`src/rtl/alu_pkg.sv`:
```
// Shared definitions for the ALU retire stage: opcodes, flag bit positions
// and the default widths of a buffered result entry.
package alu_pkg;

  localparam logic [2:0] OP_ADD  = 3'b000;
  localparam logic [2:0] OP_SUB  = 3'b001;
  localparam logic [2:0] OP_MUL  = 3'b010;
  localparam logic [2:0] OP_DIV  = 3'b011;
  localparam logic [2:0] OP_OR   = 3'b100;
  localparam logic [2:0] OP_AND  = 3'b101;
  localparam logic [2:0] OP_NOTA = 3'b110;
  localparam logic [2:0] OP_NOTB = 3'b111;

  localparam int FLG_ZERO   = 0;
  localparam int FLG_CARRY  = 1;
  localparam int FLG_BORROW = 2;
  localparam int FLG_DIV0   = 3;
  localparam int FLG_W      = 4;

  localparam int DEF_RES_W = 32;
  localparam int DEF_OPD_W = 16;
  localparam int DEF_OP_W  = 3;
  localparam int DEF_CNT_W = 16;

endpackage

```
`src/rtl/alu_flag_gen.sv`:
```
// Combinational status flags for one ALU result, derived from the opcode,
// the operands and the result exactly as they were presented to the buffer.
module alu_flag_gen
  import alu_pkg::*;
#(
  parameter int RES_W = DEF_RES_W,
  parameter int OPD_W = DEF_OPD_W,
  parameter int OP_W  = DEF_OP_W
) (
  input  logic [OP_W-1:0]  in_op,
  input  logic [OPD_W-1:0] in_a,
  input  logic [OPD_W-1:0] in_b,
  input  logic [RES_W-1:0] in_result,
  output logic [FLG_W-1:0] flags
);

  // NOTE: every output of an always_comb gets a default first, so no path can infer a latch.
  always_comb begin
    flags             = '0;
    flags[FLG_ZERO]   = (in_result == '0);
    // Carry is the bit just above the operand width of an ADD result.
    flags[FLG_CARRY]  = (in_op == OP_W'(OP_ADD)) && in_result[OPD_W];
    flags[FLG_BORROW] = (in_op == OP_W'(OP_SUB)) && (in_a < in_b);
    flags[FLG_DIV0]   = (in_op == OP_W'(OP_DIV)) && (in_b == '0);
  end

endmodule

```
`src/rtl/alu_result_buffer.sv`:
```
// Retire stage behind the ALU: tags each result with flags, queues it in a
// first-word-fall-through FIFO and counts cycles the operand source is stalled.
module alu_result_buffer
  import alu_pkg::*;
#(
  parameter int DEPTH = 4,
  parameter int RES_W = DEF_RES_W,
  parameter int OPD_W = DEF_OPD_W,
  parameter int OP_W  = DEF_OP_W,
  parameter int CNT_W = DEF_CNT_W
) (
  input  logic                       clk,
  input  logic                       rst_n,
  input  logic                       in_valid,
  output logic                       in_ready,
  input  logic [OP_W-1:0]            in_op,
  input  logic [OPD_W-1:0]           in_a,
  input  logic [OPD_W-1:0]           in_b,
  input  logic [RES_W-1:0]           in_result,
  output logic                       out_valid,
  input  logic                       out_ready,
  output logic [RES_W-1:0]           out_result,
  output logic [OP_W-1:0]            out_op,
  output logic [FLG_W-1:0]           out_flags,
  output logic [$clog2(DEPTH+1)-1:0] level,
  output logic [CNT_W-1:0]           stall_cnt
);

  localparam int PTR_W = $clog2(DEPTH);
  localparam int LVL_W = $clog2(DEPTH+1);

  typedef struct packed {
    logic [RES_W-1:0] result;
    logic [OP_W-1:0]  op;
    logic [FLG_W-1:0] flags;
  } entry_t;

  entry_t           mem [DEPTH];
  logic [PTR_W-1:0] wr_ptr;
  logic [PTR_W-1:0] rd_ptr;
  logic [FLG_W-1:0] flags;
  logic             push;
  logic             pop;

  alu_flag_gen #(
    .RES_W (RES_W),
    .OPD_W (OPD_W),
    .OP_W  (OP_W)
  ) u_flag_gen (
    .in_op     (in_op),
    .in_a      (in_a),
    .in_b      (in_b),
    .in_result (in_result),
    .flags     (flags)
  );

  // Readiness depends only on occupancy, so a full buffer never accepts,
  // even in a cycle where the head is being popped.
  assign in_ready  = (level < LVL_W'(DEPTH));
  assign out_valid = (level != '0);
  assign push      = in_valid && in_ready;
  assign pop       = out_valid && out_ready;

  // NOTE: storage has no reset; entries are only observable once level covers them.
  always_ff @(posedge clk) begin
    if (push) begin
      mem[wr_ptr] <= '{result: in_result, op: in_op, flags: flags};
    end
  end

  // NOTE: sequential state uses non-blocking assignments so every register sees pre-edge values.
  always_ff @(posedge clk) begin
    if (!rst_n) begin
      wr_ptr    <= '0;
      rd_ptr    <= '0;
      level     <= '0;
      stall_cnt <= '0;
    end else begin
      // Pointers are exactly PTR_W bits wide, so they wrap modulo DEPTH.
      if (push) wr_ptr <= wr_ptr + PTR_W'(1);
      if (pop)  rd_ptr <= rd_ptr + PTR_W'(1);
      case ({push, pop})
        2'b10:   level <= level + LVL_W'(1);
        2'b01:   level <= level - LVL_W'(1);
        default: level <= level;
      endcase
      if (in_valid && !in_ready && (stall_cnt != '1)) begin
        stall_cnt <= stall_cnt + CNT_W'(1);
      end
    end
  end

  always_comb begin
    out_result = '0;
    out_op     = '0;
    out_flags  = '0;
    if (out_valid) begin
      out_result = mem[rd_ptr].result;
      out_op     = mem[rd_ptr].op;
      out_flags  = mem[rd_ptr].flags;
    end
  end

endmodule

```
`config.mk`:
```
export PLATFORM = sky130hd
export DESIGN_NAME = alu_result_buffer
export DESIGN_NICKNAME = d
export VERILOG_FILES = /design/src/rtl/alu_pkg.sv /design/src/rtl/alu_flag_gen.sv /design/src/rtl/alu_result_buffer.sv
export SDC_FILE = /design/constraint.sdc
export NUM_CORES = 1
export LEC_CHECK = 0
export ABC_AREA = 1
export CORE_MARGIN = 1.5
export CORE_UTILIZATION = 40
export CTS_BUF_LIST = sky130_fd_sc_hd__clkbuf_16
export DETAILED_ROUTE_END_ITERATION = 10
export SLEW_MARGIN = 20
export SYNTH_ARGS = -nofsm -noshare
export SYNTH_HDL_FRONTEND = slang
export SYNTH_HIERARCHICAL = 1
export SYNTH_SLANG_ARGS = --single-unit
```
`constraint.sdc`:
```
create_clock -name clk -period 4.7 [get_ports clk]
set_clock_uncertainty 0.1 [all_clocks]
set_input_delay 1.41 -clock clk [delete_from_list [all_inputs] [get_ports clk]]
set_output_delay 1.41 -clock clk [all_outputs]
set_load 0.01 [all_outputs]
```
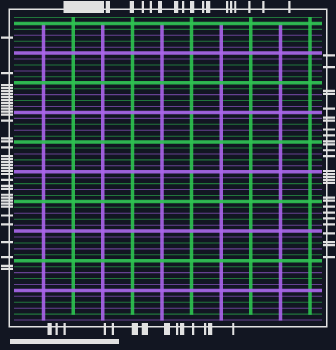
Fig. 1. PDN straps and rails (run 1).
Bar = 50 µm. Pins as bars on the die edge.
[VDD] green
[VSS] purple
met5 straps: 10
signal pins: 131
horizontal die dimension: 145 µm
highest ir drop seen on vdd: 0.290 mV

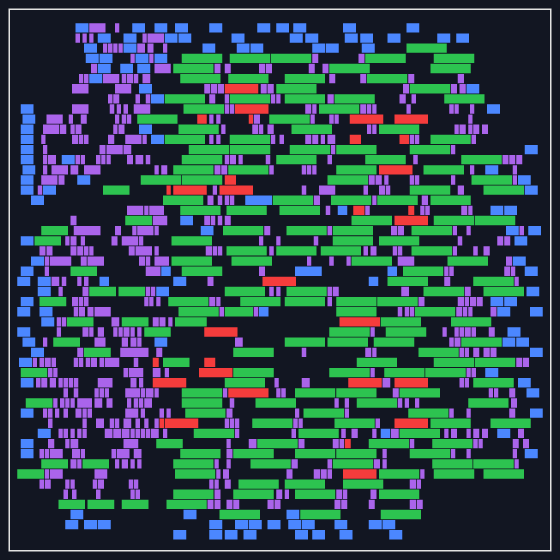
Fig. 2. Cell classes on the final placement (run 1).
[flip-flops] green | cells: 181 | share of their area: 52%
[clock drivers and dummy loads] red | cells: 31 | share of their area: 5.7%
[all other logic] purple | cells: 562 | share of their area: 28%
[other buffers and delay cells] blue | cells: 139 | share of their area: 14%
flop share of the area: 50.8%
fin area: 0.0102 mm²
final core utilization: 52.2%
number of rows created at floorplan: 51

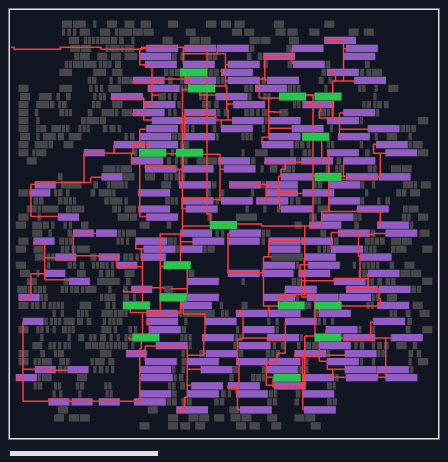
Fig. 3. Clock distribution (run 1).
Bar = 50 µm.
[clock wires] red | length: 2020 µm
[flip-flops] purple | count: 181
[cells driving clock nets] green | count: 17
routed clock nets: 18
reported clock group power: 1360 µW
insertion delay of the later-clocked pin in the worst-skew pair: 0.42 ns

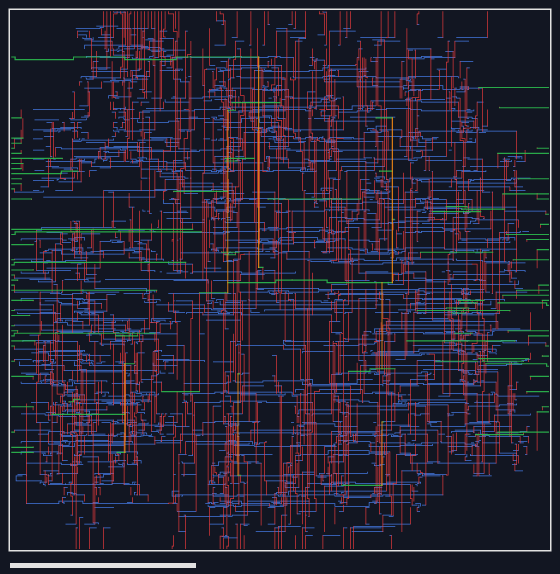
Fig. 4. Wiring by layer (run 1).
Bar = 50 µm.
[met3] green | wire length: 1000 µm
[met4] orange | wire length: 241 µm
[met2] red | wire length: 8850 µm
[met1] blue | wire length: 8400 µm
wire length after detailed routing: 18.5 mm
number of vias in the routed layout: 5809

==> impl_metrics.env, run 1 <==
# implementation run metrics
export IMPL_fin_worst_hold_slack_ns=0.365
export IMPL_final_setup_worst_slack_ns=0.523
export IMPL_internal_power_uw=3380
export IMPL_logic_area_mm2=0.00255
export IMPL_area_growth_synth_to_finish_pct=27.0
export IMPL_max_cap_violations=0
export IMPL_avgViaCountPerCell=4.93
export IMPL_critical_path_endpoint_type="output pin"
export IMPL_compound_area_share_pct=9.26
export IMPL_total_switching_power_uw=1530
export IMPL_critPathLaunchType="register"
export IMPL_clock_sinks=181
export IMPL_grt_antenna_before_repair=1
export IMPL_pin_count=131
export IMPL_synth_adder_area_share_pct=3.51
export IMPL_largest_class="flip-flops and latches"
export IMPL_post_synth_main_area_contributors="edfxtp_1 58%, nor2_1 10%, dfxtp_1 6.2%, o21ai_0 5.0%, a21oi_1 3.8%"
export IMPL_timing_final_crit_share_pct=88.9
export IMPL_ys_top_cells_by_count="214 x nor2_1, 156 x edfxtp_1, 81 x o21ai_0, 61 x a21oi_1, 61 x nand2_1"
export IMPL_max_stage_delay_ns=0.66
export IMPL_antenna_diode_count=0
export IMPL_finalCriticalPeriod_ns=4.18
export IMPL_p_total_uw=4920
export IMPL_comb_cell_power_uw=1570
export IMPL_power_switching_fraction_pct=31.2
export IMPL_synth_logic_top_family="simple AND/OR/NAND/NOR gates"
export IMPL_dp_hpwl_mm=11.8
export IMPL_final_max_slew_violation_tally=0
export IMPL_outcome="finished, final reports clean"
export IMPL_regToRegStartpoint="level[2]"
export IMPL_synthCells=775
export IMPL_power_density_cell_area_mw_per_mm2=481
export IMPL_enable_flop_cells=156
export IMPL_hold_path_startpoint="rd_ptr[1]"
export IMPL_share_comb_of_total_power_pct=32.0
export IMPL_ys_sh_mux_pct=0
export IMPL_clock_power_share_pct=27.7
export IMPL_synth_distinct_cells=33
--- run 2 (diff from run 1) ---
CTS_CLUSTER_DIAMETER = 50   (was not set)
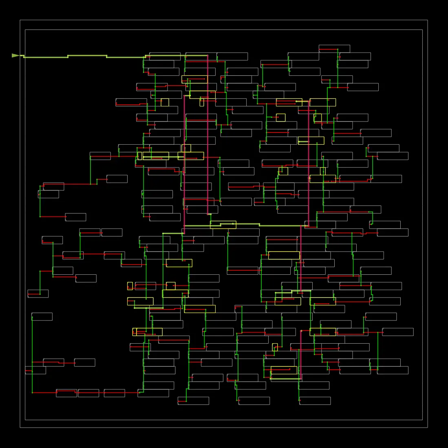
Fig. 5. Clock wiring as the flow saved it (run 2).
clock sink count: 181
Layout clock buffers: 17
number of buffers inserted during clock tree synthesis: 17
number of flip-flops and latches: 181

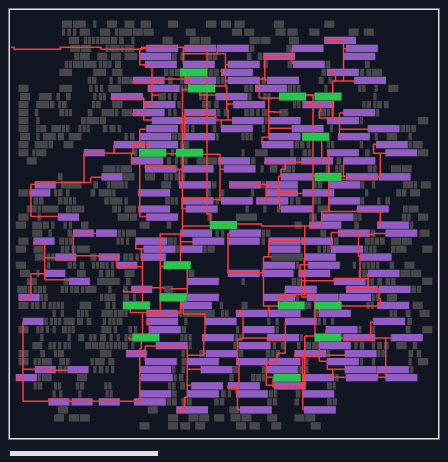
Fig. 6. Clock distribution (run 2).
Bar = 50 µm.
[clock wires] red | length: 2020 µm
[flip-flops] purple | count: 181
[cells driving clock nets] green | count: 17
routed clock nets: 18
clock power share: 27.7%

==> run 2 against run 1 <==
  * Global-route usage unchanged
  * Combinational power about the same
  * Largest cell class unchanged
  * Via count unchanged
  * Critical endpoint unchanged
  * Routed wire length unchanged
  * Sequential power about the same
  * First-iteration DRC count unchanged
==> impl_metrics.env, run 2 <==
# implementation run metrics
export IMPL_dp_hpwl_mm=11.8
export IMPL_post_synth_main_area_contributors="edfxtp_1 58%, nor2_1 10%, dfxtp_1 6.2%, o21ai_0 5.0%, a21oi_1 3.8%"
export IMPL_synth_warnings=6
export IMPL_layout_cell_area_non_filler_mm2=0.0102
export IMPL_comb_cell_power_uw=1570
export IMPL_ys_sh_mux_pct=0
export IMPL_avgViaCountPerCell=4.93
export IMPL_synth_logic_top_family="simple AND/OR/NAND/NOR gates"
export IMPL_timing_final_crit_share_pct=88.9
export IMPL_route_vias_total=5809
export IMPL_hold_path_startpoint="rd_ptr[1]"
export IMPL_drt_total_wl_mm=18.5
export IMPL_max_stage_delay_ns=0.66
export IMPL_area_growth_synth_to_finish_pct=27.0
export IMPL_pin_count=131
export IMPL_grt_antenna_before_repair=1
export IMPL_final_setup_worst_slack_ns=0.523
export IMPL_finalCriticalPeriod_ns=4.18
export IMPL_logic_area_mm2=0.00255
export IMPL_n_multi_input_combinational_cell=509
export IMPL_postCtsSetupBuffers=0
export IMPL_enable_flop_cells=156
export IMPL_outcome="finished, final reports clean"
export IMPL_largest_class="flip-flops and latches"
export IMPL_fin_worst_hold_slack_ns=0.365
export IMPL_ys_top_cells_by_count="214 x nor2_1, 156 x edfxtp_1, 81 x o21ai_0, 61 x a21oi_1, 61 x nand2_1"
export IMPL_internal_power_uw=3380
export IMPL_post_route_util_pct=52.2
export IMPL_max_cap_violations=0
export IMPL_critical_path_endpoint_type="output pin"
export IMPL_numPortBuffers=130
export IMPL_place_inst=1147
export IMPL_synth_adder_area_share_pct=3.51
export IMPL_clock_net_power_uw=1360
export IMPL_drt_antenna_violating_nets=0
export IMPL_power_density_cell_area_mw_per_mm2=481
export IMPL_static_leakage_power_uw=0.00362
export IMPL_regToRegStartpoint="level[2]"
export IMPL_compound_area_share_pct=9.26
export IMPL_critPathLaunchType="register"
export IMPL_ys_dominant_reg_cell="edfxtp_1"
export IMPL_yosys_cells=775
export IMPL_synthCells=775
export IMPL_synth_distinct_cells=33
export IMPL_share_comb_of_total_power_pct=32.0
export IMPL_antenna_diode_count=0
export IMPL_p_total_uw=4920
export IMPL_die_width_um=145
Power and IR drop assume default switching activity.
